$ cat config.mk
export PLATFORM = sky130hd
export DESIGN_NAME = cmd_point_arbiter
export DESIGN_NICKNAME = d
export VERILOG_FILES = /design/src/rtl/cmd_point_pkg.sv /design/src/rtl/rr_arbiter.sv /design/src/rtl/cmd_point_arbiter.sv
export SDC_FILE = /design/constraint.sdc
export NUM_CORES = 1
export LEC_CHECK = 0
export ABC_AREA = 1
export CAP_MARGIN = 20
export CORE_MARGIN = 4
export CORE_UTILIZATION = 46
export CTS_CLUSTER_SIZE = 10
export DETAILED_ROUTE_END_ITERATION = 16
export GPL_ROUTABILITY_DRIVEN = 0
export PLACE_DENSITY_LB_ADDON = 0.08
export SLEW_MARGIN = 40
export SYNTH_ARGS = -nofsm -noshare
export SYNTH_HDL_FRONTEND = slang
export SYNTH_HIERARCHICAL = 1
export SYNTH_SLANG_ARGS = --single-unit
$ cat constraint.sdc
create_clock -name clk -period 4.4 [get_ports clk]
set_input_delay 1.32 -clock clk [delete_from_list [all_inputs] [get_ports clk]]
set_output_delay 1.32 -clock clk [all_outputs]
set_load 0.05 [all_outputs]
$ cat src/rtl/cmd_point_pkg.sv
// Shared opcode and state definitions for the cmd_point arbiter and its requesters.
package cmd_point_pkg;

    localparam logic [2:0] NUL_CMD = 3'b000;
    localparam logic [2:0] JMP_CMD = 3'b001;
    localparam logic [2:0] SJF_CMD = 3'b010;
    localparam logic [2:0] SJB_CMD = 3'b100;

    typedef enum logic [1:0] {
        IDLE  = 2'd0,
        ISSUE = 2'd1,
        WAIT  = 2'd2,
        DONE  = 2'd3
    } state_e;

    // NUL is legal: it completes without touching cmd_point.
    function automatic logic is_legal_op(input logic [2:0] op);
        return (op == NUL_CMD) || (op == JMP_CMD) || (op == SJF_CMD) || (op == SJB_CMD);
    endfunction

endpackage

$ cat src/rtl/rr_arbiter.sv
// Combinational round-robin pick: first set req bit searching upward from last+1, wrapping.
module rr_arbiter #(
    parameter int NUM_REQ = 4,
    localparam int IW = $clog2(NUM_REQ)
) (
    input  logic [NUM_REQ-1:0] req,
    input  logic [IW-1:0]      last,
    output logic [NUM_REQ-1:0] gnt,
    output logic [IW-1:0]      idx,
    output logic               any
);

    logic [IW-1:0] cand;

    always_comb begin
        gnt  = '0;
        idx  = last;
        any  = 1'b0;
        cand = last;
        for (int i = 0; i < NUM_REQ; i++) begin
            cand = (cand == IW'(NUM_REQ - 1)) ? '0 : cand + 1'b1;
            if (!any && req[cand]) begin
                any       = 1'b1;
                gnt[cand] = 1'b1;
                idx       = cand;
            end
        end
    end

endmodule

$ cat src/rtl/cmd_point_arbiter.sv
// Shares one cmd_point between NUM_REQ requesters: round-robin grant, one-cycle issue,
// wait for cp_ready with timeout, then a done/err pulse back to the owner.
module cmd_point_arbiter
    import cmd_point_pkg::*;
#(
    parameter int BUS_WIDTH = 32,
    parameter int NUM_REQ   = 4,
    parameter int TIMEOUT   = 255
) (
    input  logic                         clk,
    input  logic                         reset,
    input  logic [NUM_REQ-1:0]           req,
    input  logic [3*NUM_REQ-1:0]         req_opcode,
    input  logic [BUS_WIDTH*NUM_REQ-1:0] req_addr,
    output logic [NUM_REQ-1:0]           grant,
    output logic [NUM_REQ-1:0]           done,
    output logic                         err,
    output logic                         busy,
    output logic [2:0]                   cp_opcode,
    output logic [BUS_WIDTH-1:0]         cp_addr_to,
    input  logic                         cp_ready
);

    localparam int IW = $clog2(NUM_REQ);
    localparam int CW = $clog2(TIMEOUT + 1);

    state_e               state_q, state_d;
    logic [IW-1:0]        last_q, last_d;
    logic [CW-1:0]        cnt_q, cnt_d;
    logic [NUM_REQ-1:0]   grant_d, done_d;
    logic                 err_d, busy_d;
    logic [2:0]           cp_opcode_d;
    logic [BUS_WIDTH-1:0] cp_addr_d;

    logic [NUM_REQ-1:0]   arb_gnt;
    logic [IW-1:0]        arb_idx;
    logic                 arb_any;
    logic [2:0]           win_op;
    logic [BUS_WIDTH-1:0] win_addr;

    rr_arbiter #(.NUM_REQ(NUM_REQ)) u_rr (
        .req  (req),
        .last (last_q),
        .gnt  (arb_gnt),
        .idx  (arb_idx),
        .any  (arb_any)
    );

    always_comb begin
        win_op   = NUL_CMD;
        win_addr = '0;
        for (int j = 0; j < NUM_REQ; j++) begin
            if (arb_gnt[j]) begin
                win_op   = req_opcode[3*j +: 3];
                win_addr = req_addr[BUS_WIDTH*j +: BUS_WIDTH];
            end
        end
    end

    // Outputs are computed one cycle ahead so every port comes straight from a flop.
    // cp_addr_to doubles as the latched target address and is never cleared outside reset.
    always_comb begin
        state_d     = state_q;
        last_d      = last_q;
        cnt_d       = cnt_q;
        grant_d     = grant;
        done_d      = '0;
        err_d       = 1'b0;
        busy_d      = busy;
        cp_opcode_d = NUL_CMD;
        cp_addr_d   = cp_addr_to;
        unique case (state_q)
            IDLE: begin
                if (arb_any) begin
                    grant_d = arb_gnt;
                    last_d  = arb_idx;
                    busy_d  = 1'b1;
                    if (is_legal_op(win_op) && (win_op != NUL_CMD)) begin
                        state_d     = ISSUE;
                        cp_opcode_d = win_op;
                        cp_addr_d   = win_addr;
                        cnt_d       = '0;
                    end else begin
                        state_d = DONE;
                        done_d  = arb_gnt;
                        err_d   = !is_legal_op(win_op);
                    end
                end
            end
            ISSUE: begin
                state_d = WAIT;
                cnt_d   = CW'(1);
            end
            WAIT: begin
                if (cp_ready) begin
                    state_d = DONE;
                    done_d  = grant;
                end else if (cnt_q == CW'(TIMEOUT)) begin
                    state_d = DONE;
                    done_d  = grant;
                    err_d   = 1'b1;
                end else begin
                    cnt_d = cnt_q + 1'b1;
                end
            end
            DONE: begin
                state_d = IDLE;
                grant_d = '0;
                busy_d  = 1'b0;
            end
            default: begin
                state_d = IDLE;
                grant_d = '0;
                busy_d  = 1'b0;
            end
        endcase
    end

    always_ff @(posedge clk) begin
        if (reset) begin
            state_q    <= IDLE;
            last_q     <= IW'(NUM_REQ - 1);
            cnt_q      <= '0;
            grant      <= '0;
            done       <= '0;
            err        <= 1'b0;
            busy       <= 1'b0;
            cp_opcode  <= NUL_CMD;
            cp_addr_to <= '0;
        end else begin
            state_q    <= state_d;
            last_q     <= last_d;
            cnt_q      <= cnt_d;
            grant      <= grant_d;
            done       <= done_d;
            err        <= err_d;
            busy       <= busy_d;
            cp_opcode  <= cp_opcode_d;
            cp_addr_to <= cp_addr_d;
        end
    end

endmodule

### Track usage over the die, run 1

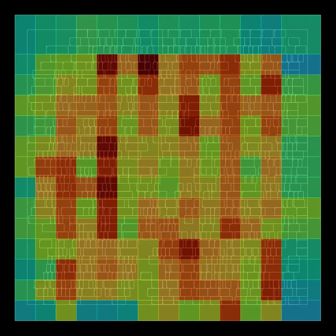
GR Util met2: 0.515
GRT Max-Usage Layer: met2
M3 GR Usage: 0.0650

### Clock wires, drivers and flops, run 1

Scale bar: 20 microns.
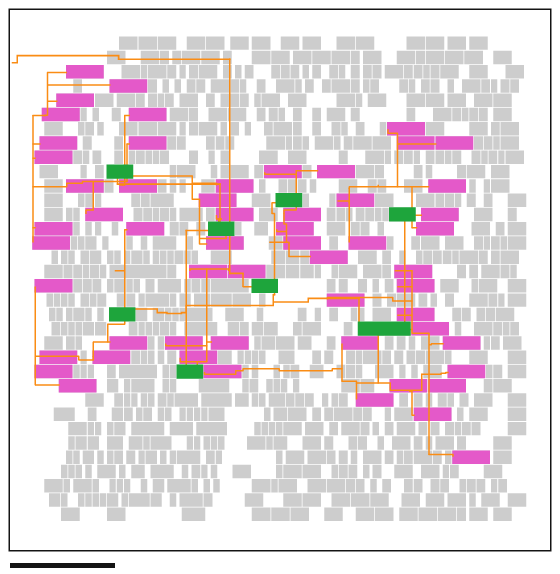
[magenta] flip-flops | count: 57
[orange] clock wires | length: 785 microns
[green] clock-net drivers | count: 9
routed clock nets	10

==> flow_summary.yaml <==
# generated from flow reports
status:
  status: "complete, no violations"
worst_setup_path:
  cp_num_buf_inv: 3
  worstSetupPathDepth: 21
  cp_slowest_stage_delay_ps: 420
  crit_family: "simple AND/OR/NAND/NOR gates"
  worst_ep_arrival_time_ps: 4220
  crit_path_end_kind: "flip-flop"
  rr_worst_depth: 20
  crit_type: "in2reg"
  cp-start-kind: "input pin"
  cp.required_ps: 4660
  cp-endpoint: "cp_addr_to[10]"
  slowest_stage: "clkdlybuf4s50_1"
  path_common_cell: "nand2_1"
  r2r-start: "last_q[0]"
  crit_start: "req[0]"
  reg2reg_setup_slack_ps: 680
clock_tree:
  clkTransAtPathRegs_ps: 70
  post_cts_buffers: 0
  ctsHoldBuffers: 0
  cts_sinks: 57
  h-tree-depth: 3
  clock_latency_ps: 340
  cts_tree: "yes"
  root_buffer: "clkbuf_8"
  clockBufferDepth: 2
  post_cts_resized: 0
  cts_made_buffers: 9
timing:
  tns_ps: 0
  worst_pin_slew_ps: 771
  clock.fmax_ghz: 0.253
  fin_skew_ps: 10.3
  hold_slack_ps: 463
  rsz0062_at_grt: "false"
  maxSlewViolCount: 0
  layout_setup_ws_ps: 444
  slew_headroom: 0.486
  hold_violations: 0
  fin_crit_ps: 3960
  finalClockPeriodUsage: 0.899
floorplan:
  nWellTaps: 108
  pin_count: 192
  dieWidth_microns: 103
  dieArea_sq_um: 10600
  core_area_sq_um: 8720
  die_y_microns: 103
  fp_util: 0.475
  rows: 34
power_and_ir_drop:
  top_power_group: "combinational cells"
  ir_drop_v: 0.000840
  intPower_w: 0.00249
  p_leak_nw: 2.56
  power_w: 0.00601
  comb_cell_power_w: 0.00479
  sw_frac_of_total: 0.585
  pwr-share-seq: 0.123
  power_frac_clock: 0.081
  p_per_area_nw_per_um2: 954
  clk-power_w: 0.000484
  power_frac_comb: 0.796
  switchingPower_w: 0.00352
final_layout:
  num_antenna_cells: 0
  fin_nets: 1000
  final_common_cell: "clkdlybuf4s50_1"
  area_growth_pct: 52.3
  flop-count: 57
  comb_cells: 525
  layout.area.comb_sq_um: 2650
  comb_share: 0.420
  signal_buffers: 204
  largest_reg_flops: 32
  inverters: 43
  final.clkbuf_count: 9
  fillerInstances: 749
  drive_gt1_frac: 0.0781
  top_regs: "cp_addr_to x32, cnt_q x8"
  largest-register: "cp_addr_to"
  fin_area_sq_um: 6310
  instances_no_fill: 953
  largestClassByArea: "combinational gates"
  nonClkBufAreaFrac: 0.321
  lay_top_cells: "clkdlybuf4s50_1, nand2_1, nand3_1"
drt:
  top_layer: "met4"
  wl_met3_mm: 1.38
  ant_nets: 0
  first_pass_iters: 5
  drtIter0Drc: 290
  wl_met2_mm: 7.95
  m1WireLength_mm: 5.82
  finalWirelength_mm: 15.4
  avgRoutedWirePerCell_microns: 16.2
  detail_route.vias_per_cell: 5.42
  dr_total_vias: 5162
  drc_errors: 0
synth:
  mux_share: 0
  netlist_area_sq_um: 4140
  synthArstFlopShare: 0
  synth_nets: 827
  syn_avg_cell_area_sq_um: 6.21
  synthTopCellsByCount: "nand2_1, nand3_1, a21oi_1"
  topCombFamilyByArea: "simple AND/OR/NAND/NOR gates"
  synth-compound-area-share: 0.209
  top_cell_area_share: 0.276
  yosys_area_sq_um: 4140
  simple_gate_share: 0.383
  adder_share: 0.0393
  yosysTopAreaCell: "dfxtp_1"
  ys.flops: 57
  synthCells: 667
  top_cell: "nand2_1"
  ys_seq_frac: 0.276
  edf_count: 0
  ff_type: "dfxtp_1"
  synth_cell_types: 32
  top_cells_by_area: "dfxtp_1, nand2_1, nand3_1"
  ys_sh_xor: 0
place:
  portBuffers: 191
  hpwl_mm: 11.7
  preCtsSetupSlack_ps: 121
  dpl.cell_count: 937
worst_hold_path:
  min_to: "cp_addr_to[30]"
  hp-start: "cp_addr_to[30]"
  hold_class: "reg2reg"
  holdPathStages: 2
grt:
  overflow: 0
  grtUsageTotal: 0.285
  antenna_found_initial: 0
  grt_max_degree: 51
  grt_first_pass_wirelength_mm: 23.7
  grt_pass1_vias: 4869
  use_met1: 0.336
run:
  cap_violations: 0
  warnings: 36
### Where the registers sit, run 1

Other sequential cells in the stronger gray, the rest of the logic in the fainter gray.
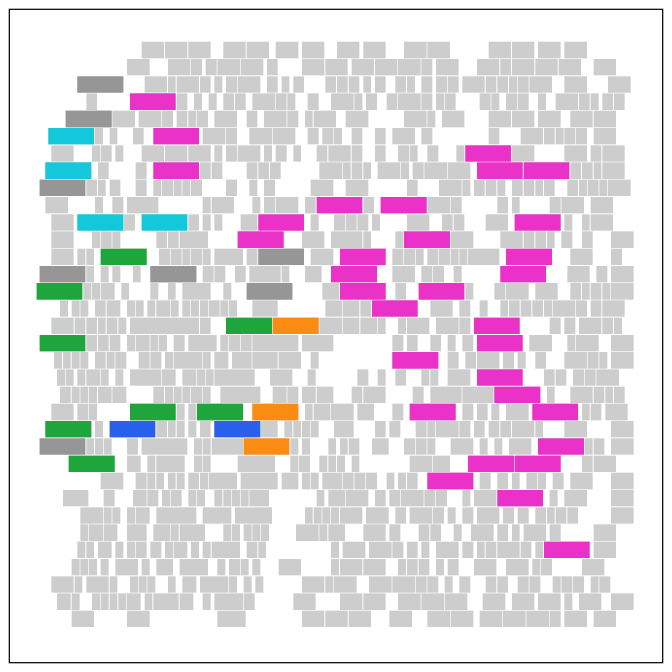
color	signal	sequential cells
orange	cp_opcode	3
blue	last_q	2
magenta	cp_addr_to	32
green	cnt_q	8
cyan	grant	4
seq pwr: 0.000741 W
fin util: 0.723
Seq area share: 0.181
sequential standard cell area: 1140 sq um

### Met4 routing, run 1

Cells faint in the background.
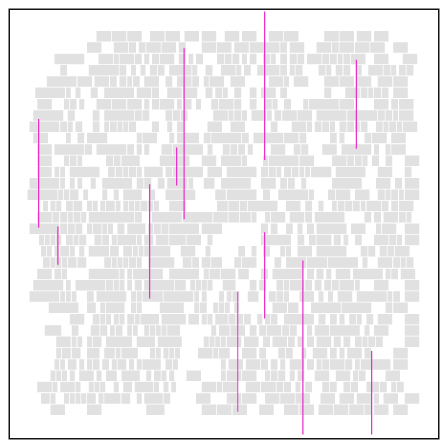
nets with wire on the layer	10
wire length on this layer	278 microns
share of all routed wire	1.8%
main direction	vertical

No activity file was given, so power comes from the tool's default toggle rates.
